Fig. 1: ports around the boundary
Drawn at 2 px/um. Pins as bars across the die edge, other pins in grey.
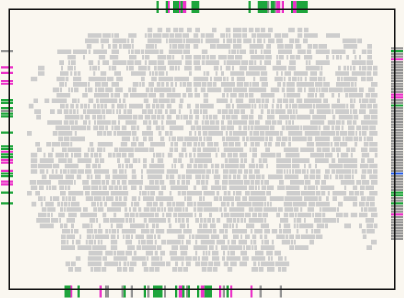
Fig. 2: port wiring
Drawn at 1.5 px/um.
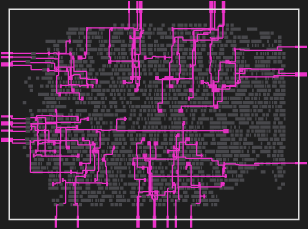
Fig. 3: gate families picked out
Drawn at 2 px/um.
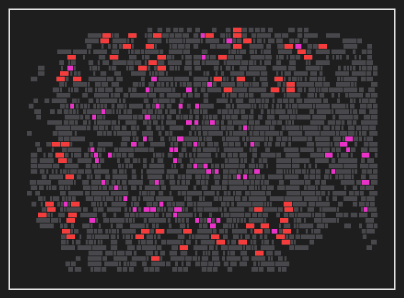
### src/rtl/cotm32_clint_if.sv
// CLINT bus interface: single-cycle request, registered one-cycle response.
//   req_valid_i  request strobe (always accepted)
//   req_we_i     1 = write, 0 = read
//   req_addr_i   byte address
//   req_wdata_i  write data
//   req_wstrb_i  write byte enables
//   resp_valid_o response strobe, one cycle after the request
//   resp_rdata_o read data (0 on error)
//   resp_err_o   access fault (unmapped or misaligned)
interface cotm32_clint_if;
  logic        req_valid_i;
  logic        req_we_i;
  logic [31:0] req_addr_i;
  logic [31:0] req_wdata_i;
  logic [3:0]  req_wstrb_i;
  logic        resp_valid_o;
  logic [31:0] resp_rdata_o;
  logic        resp_err_o;

  modport master (
    output req_valid_i, req_we_i, req_addr_i, req_wdata_i, req_wstrb_i,
    input  resp_valid_o, resp_rdata_o, resp_err_o
  );

  modport slave (
    input  req_valid_i, req_we_i, req_addr_i, req_wdata_i, req_wstrb_i,
    output resp_valid_o, resp_rdata_o, resp_err_o
  );
endinterface

### src/rtl/cotm32_clint.sv
// Core-local interruptor: msip, mtimecmp and the 64-bit mtime counter
// behind the CLINT MMR window, driving the msip/mtip interrupt lines.
//   clk      core clock
//   rst      synchronous active-high reset
//   bus      CLINT bus responder (cotm32_clint_if.slave)
//   msip_o   machine software interrupt pending
//   mtip_o   machine timer interrupt pending (mtime >= mtimecmp, registered)
//   mtime_o  current mtime value
module cotm32_clint #(
  parameter int unsigned TICK_DIV     = 1,
  parameter logic [63:0] MTIMECMP_RST = 64'hFFFF_FFFF_FFFF_FFFF
) (
  input  logic                 clk,
  input  logic                 rst,
  cotm32_clint_if.slave        bus,
  output logic                 msip_o,
  output logic                 mtip_o,
  output logic [63:0]          mtime_o
);

  localparam int unsigned PW = (TICK_DIV > 1) ? $clog2(TICK_DIV) : 1;
  localparam logic [PW-1:0] PRESC_LAST = PW'(TICK_DIV - 1);

  localparam logic [31:0] ADDR_MSIP     = 32'h0200_0000;
  localparam logic [31:0] ADDR_CMP_LO   = 32'h0200_4000;
  localparam logic [31:0] ADDR_CMP_HI   = 32'h0200_4004;
  localparam logic [31:0] ADDR_MTIME_LO = 32'h0200_BFF8;
  localparam logic [31:0] ADDR_MTIME_HI = 32'h0200_BFFC;

  logic [PW-1:0] presc_q;
  logic [63:0]   mtime_q;
  logic [63:0]   mtimecmp_q;

  logic          sel_msip;
  logic          sel_cmp_lo;
  logic          sel_cmp_hi;
  logic          sel_time_lo;
  logic          sel_time_hi;
  logic          hit;
  logic          wr;
  logic          tick;
  logic [31:0]   rdata_c;
  logic [PW-1:0] presc_nxt;
  logic [63:0]   mtime_nxt;
  logic [63:0]   cmp_nxt;
  logic          msip_nxt;

  // Byte-lane merge of write data into an existing word.
  function automatic logic [31:0] merge_bytes(input logic [31:0] old_w,
                                              input logic [31:0] wdata,
                                              input logic [3:0]  wstrb);
    logic [31:0] res;
    res = old_w;
    for (int b = 0; b < 4; b++) begin
      if (wstrb[b]) res[8*b +: 8] = wdata[8*b +: 8];
    end
    return res;
  endfunction

  assign mtime_o = mtime_q;

  // Address decode, read mux and next-state computation.
  always_comb begin
    sel_msip    = (bus.req_addr_i == ADDR_MSIP);
    sel_cmp_lo  = (bus.req_addr_i == ADDR_CMP_LO);
    sel_cmp_hi  = (bus.req_addr_i == ADDR_CMP_HI);
    sel_time_lo = (bus.req_addr_i == ADDR_MTIME_LO);
    sel_time_hi = (bus.req_addr_i == ADDR_MTIME_HI);
    // Full 32-bit compare also rejects misaligned addresses.
    hit = sel_msip | sel_cmp_lo | sel_cmp_hi | sel_time_lo | sel_time_hi;
    wr  = bus.req_valid_i & bus.req_we_i & hit;

    rdata_c = '0;
    if (sel_msip)         rdata_c = {31'd0, msip_o};
    else if (sel_cmp_lo)  rdata_c = mtimecmp_q[31:0];
    else if (sel_cmp_hi)  rdata_c = mtimecmp_q[63:32];
    else if (sel_time_lo) rdata_c = mtime_q[31:0];
    else if (sel_time_hi) rdata_c = mtime_q[63:32];

    tick      = (presc_q == PRESC_LAST);
    presc_nxt = tick ? '0 : presc_q + PW'(1);

    msip_nxt = msip_o;
    if (wr && sel_msip && bus.req_wstrb_i[0]) msip_nxt = bus.req_wdata_i[0];

    cmp_nxt = mtimecmp_q;
    if (wr && sel_cmp_lo)
      cmp_nxt[31:0] = merge_bytes(mtimecmp_q[31:0], bus.req_wdata_i, bus.req_wstrb_i);
    if (wr && sel_cmp_hi)
      cmp_nxt[63:32] = merge_bytes(mtimecmp_q[63:32], bus.req_wdata_i, bus.req_wstrb_i);

    // A software write to either mtime word suppresses that edge's increment.
    mtime_nxt = tick ? mtime_q + 64'd1 : mtime_q;
    if (wr && sel_time_lo)
      mtime_nxt = {mtime_q[63:32],
                   merge_bytes(mtime_q[31:0], bus.req_wdata_i, bus.req_wstrb_i)};
    else if (wr && sel_time_hi)
      mtime_nxt = {merge_bytes(mtime_q[63:32], bus.req_wdata_i, bus.req_wstrb_i),
                   mtime_q[31:0]};
  end

  // Registers, interrupt lines and the response stage.
  always_ff @(posedge clk) begin
    if (rst) begin
      presc_q          <= '0;
      mtime_q          <= '0;
      mtimecmp_q       <= MTIMECMP_RST;
      msip_o           <= 1'b0;
      mtip_o           <= 1'b0;
      bus.resp_valid_o <= 1'b0;
      bus.resp_rdata_o <= '0;
      bus.resp_err_o   <= 1'b0;
    end else begin
      presc_q          <= presc_nxt;
      mtime_q          <= mtime_nxt;
      mtimecmp_q       <= cmp_nxt;
      msip_o           <= msip_nxt;
      mtip_o           <= (mtime_q >= mtimecmp_q);
      bus.resp_valid_o <= bus.req_valid_i;
      if (bus.req_valid_i) begin
        bus.resp_rdata_o <= rdata_c;
        bus.resp_err_o   <= ~hit;
      end
    end
  end

endmodule
### src/flat_wrapper.sv
// flat-port wrapper written by rule: the top's interface ports become plain ports
module cotm32_clint_flat 
#(
  parameter int unsigned TICK_DIV     = 1,
  parameter logic [63:0] MTIMECMP_RST = 64'hFFFF_FFFF_FFFF_FFFF
)
  (clk, rst, msip_o, mtip_o, mtime_o, bus_req_valid_i, bus_req_we_i, bus_req_addr_i, bus_req_wdata_i, bus_req_wstrb_i, bus_resp_valid_o, bus_resp_rdata_o, bus_resp_err_o);
  cotm32_clint_if bus_i ();
  input  logic clk;
  input  logic rst;
  output logic msip_o;
  output logic mtip_o;
  output logic [63:0] mtime_o;
  input wire logic [$bits(bus_i.req_valid_i)-1:0] bus_req_valid_i;
  input wire logic [$bits(bus_i.req_we_i)-1:0] bus_req_we_i;
  input wire logic [$bits(bus_i.req_addr_i)-1:0] bus_req_addr_i;
  input wire logic [$bits(bus_i.req_wdata_i)-1:0] bus_req_wdata_i;
  input wire logic [$bits(bus_i.req_wstrb_i)-1:0] bus_req_wstrb_i;
  output wire logic [$bits(bus_i.resp_valid_o)-1:0] bus_resp_valid_o;
  output wire logic [$bits(bus_i.resp_rdata_o)-1:0] bus_resp_rdata_o;
  output wire logic [$bits(bus_i.resp_err_o)-1:0] bus_resp_err_o;
  assign bus_i.req_valid_i = bus_req_valid_i;
  assign bus_i.req_we_i = bus_req_we_i;
  assign bus_i.req_addr_i = bus_req_addr_i;
  assign bus_i.req_wdata_i = bus_req_wdata_i;
  assign bus_i.req_wstrb_i = bus_req_wstrb_i;
  assign bus_resp_valid_o = bus_i.resp_valid_o;
  assign bus_resp_rdata_o = bus_i.resp_rdata_o;
  assign bus_resp_err_o = bus_i.resp_err_o;
  cotm32_clint #(.TICK_DIV(TICK_DIV), .MTIMECMP_RST(MTIMECMP_RST)) u_core (.clk(clk), .rst(rst), .bus(bus_i), .msip_o(msip_o), .mtip_o(mtip_o), .mtime_o(mtime_o));
endmodule
### config.mk
export PLATFORM = sky130hd
export DESIGN_NAME = cotm32_clint_flat
export DESIGN_NICKNAME = d
export VERILOG_FILES = /design/src/rtl/cotm32_clint_if.sv /design/src/rtl/cotm32_clint.sv /design/src/flat_wrapper.sv
export SDC_FILE = /design/constraint.sdc
export NUM_CORES = 1
export LEC_CHECK = 0
export CORE_ASPECT_RATIO = 0.7
export CORE_MARGIN = 8
export CORE_UTILIZATION = 49
export CTS_CLUSTER_SIZE = 10
export DETAILED_ROUTE_END_ITERATION = 12
export PLACE_DENSITY = 0.77
export SYNTH_ARGS = -nofsm -noshare
export SYNTH_HDL_FRONTEND = slang
export SYNTH_SLANG_ARGS = --single-unit
### constraint.sdc
create_clock -name clk -period 2.9 [get_ports clk]
set_clock_uncertainty 0.2 [all_clocks]
set_input_delay 0.725 -clock clk [delete_from_list [all_inputs] [get_ports clk]]
set_output_delay 0.725 -clock clk [all_outputs]
set_load 0.1 [all_outputs]
==> results.yml <==
# implementation run metrics
setup_path:
  cp_cell_sequence: "clkdlybuf4s50_1, nor4_2, buf_4, and4_4, buf_6, and4_4, buf_12, a21oi_1, buf_4, a311oi_2, nor3_1"
  rr_endpoint: "u_core.mtime_o[63]$_SDFFE_PP0P_"
  critical_path_cell_count: 11
  path_max_fanout: 6
  worstSetupPathType: "primary input to flip-flop"
  cp_data_arrival_time_ps: 3020
yosys:
  synthTopCellsByArea: "dfxtp_1 31%, ha_1 7.7%, mux2i_1 6.1%"
  mux_area_frac: 0.0623
  avgSynthCellArea_um2: 8.10
  numSynthFlops: 165
  yosysTopAreaCellShare: 0.311
  top_cells_by_count: "165 x dfxtp_1, 151 x nand2_1, 98 x a21oi_1"
  synth.distinct_cells: 67
  logic_family: "AND-OR/OR-AND gates"
  ys_sh_simple: 0.232
  synthArstFlopShare: 0
  ys.flop_type: "dfxtp_1"
route:
  dr.pass1.iters: 7
  top_layer: "met5"
  wl_mm: 43.9
  dr_wl_met2_mm: 17.5
  wl_per_cell_um: 23.6
min_path:
  min_delay_path_depth: 2
  worstHoldStart: "u_core.bus.resp_rdata_o[4]$_SDFFE_PP0P_"
placement:
  place_inst: 1806
  dpl.hpwl_mm: 31.7
layout:
  syn2layout_area_growth_pct: 35.9
  seq_share: 0.233
  clock_area_frac: 0.0411
  num-nonclk-buffers: 318
  clock_buffer_count: 18
  logic_area_mm2: 0.00689
  nonClkBufAreaFrac: 0.205
  flops: 165
floorplanning:
  initCoreUtil: 0.494
  placementRows: 45
  ios: 172
cts:
  tritoncts: "built"
  root_buffer: "clkbuf_16"
  clk_pin_slew_ps: 80
  cts_resized: 29
  cts_buffers: 17
  cts_setup_buffers: 6
  h-tree-depth: 4
  clkSinkCount: 165
job:
  drv_cap: 0
  warnings: 28
power_and_ir_drop:
  p_sw_mw: 1.67
  p_seq_frac: 0.430
  clock_power_mw: 2.31
  comb_power_share: 0.140
  leakage_nw: 6.57
  powerSeq_mw: 2.32
  p_total_mw: 5.39
grt:
  gr-usage-all-layers: 0.311
  grt_use_met3: 0.141
  met1_usage: 0.416
timing:
  fin_crit_sh: 0.998
  final_max_slew_viol_count: 0
  layout_setup_ws_ps: 5.62
  slew_headroom: 0.410
  min_period_ps: 2890
outcome:
  status: "complete, no violations"
Notes on Fig. 1 above:
port	colour	pins	direction	edge
mtime_o	green	64	output	25 top, 20 bottom, 14 left, 5 right
bus_resp_err_o	blue	1	output	right
bus_req_wdata_i	magenta	32	input	10 left, 9 bottom, 9 top, 4 right
all pins by edge	71 right, 39 bottom, 36 top, 26 left
Port Buf Inserts: 171
DIE WIDTH: 192 um
Die Y: 139 um

Notes on Fig. 2 above:
port	colour	bits	direction	end cells	buffers	wire
bus_req_wdata_i	magenta	32	input	129	32	3060 um

Notes on Fig. 3 above:
family	colour	cells
adder and majority cells	red	65
AND and OR gates	magenta	64

-- cells by family (layout without fill, tap and decap cells) --
kind of cell,after synthesis,in the layout
AOI/OAI and AO/OA,373,374
buffers and inverters,165,426
DFF,165,165
adders and majority gates,65,65
other,1,1
and+or+nand+nor,471,471
muxes,66,66
xor gates and xnor gates,6,6
-- worst min-delay path: cells and delay by family (launching register included) --
family | cells | cell delay (ps)
flops | 1 | 310
simple gates | 2 | 130
-- layout by cell type, fill, tap and decap left out, drive strengths merged, types with 64 or more instances in the layout --
cell / count
mux2i: 65
a21oi: 101
inv: 84
buf: 247
nand2: 151
ha: 65
nor2: 73
o211ai: 83
dfxtp: 165
nor3: 64
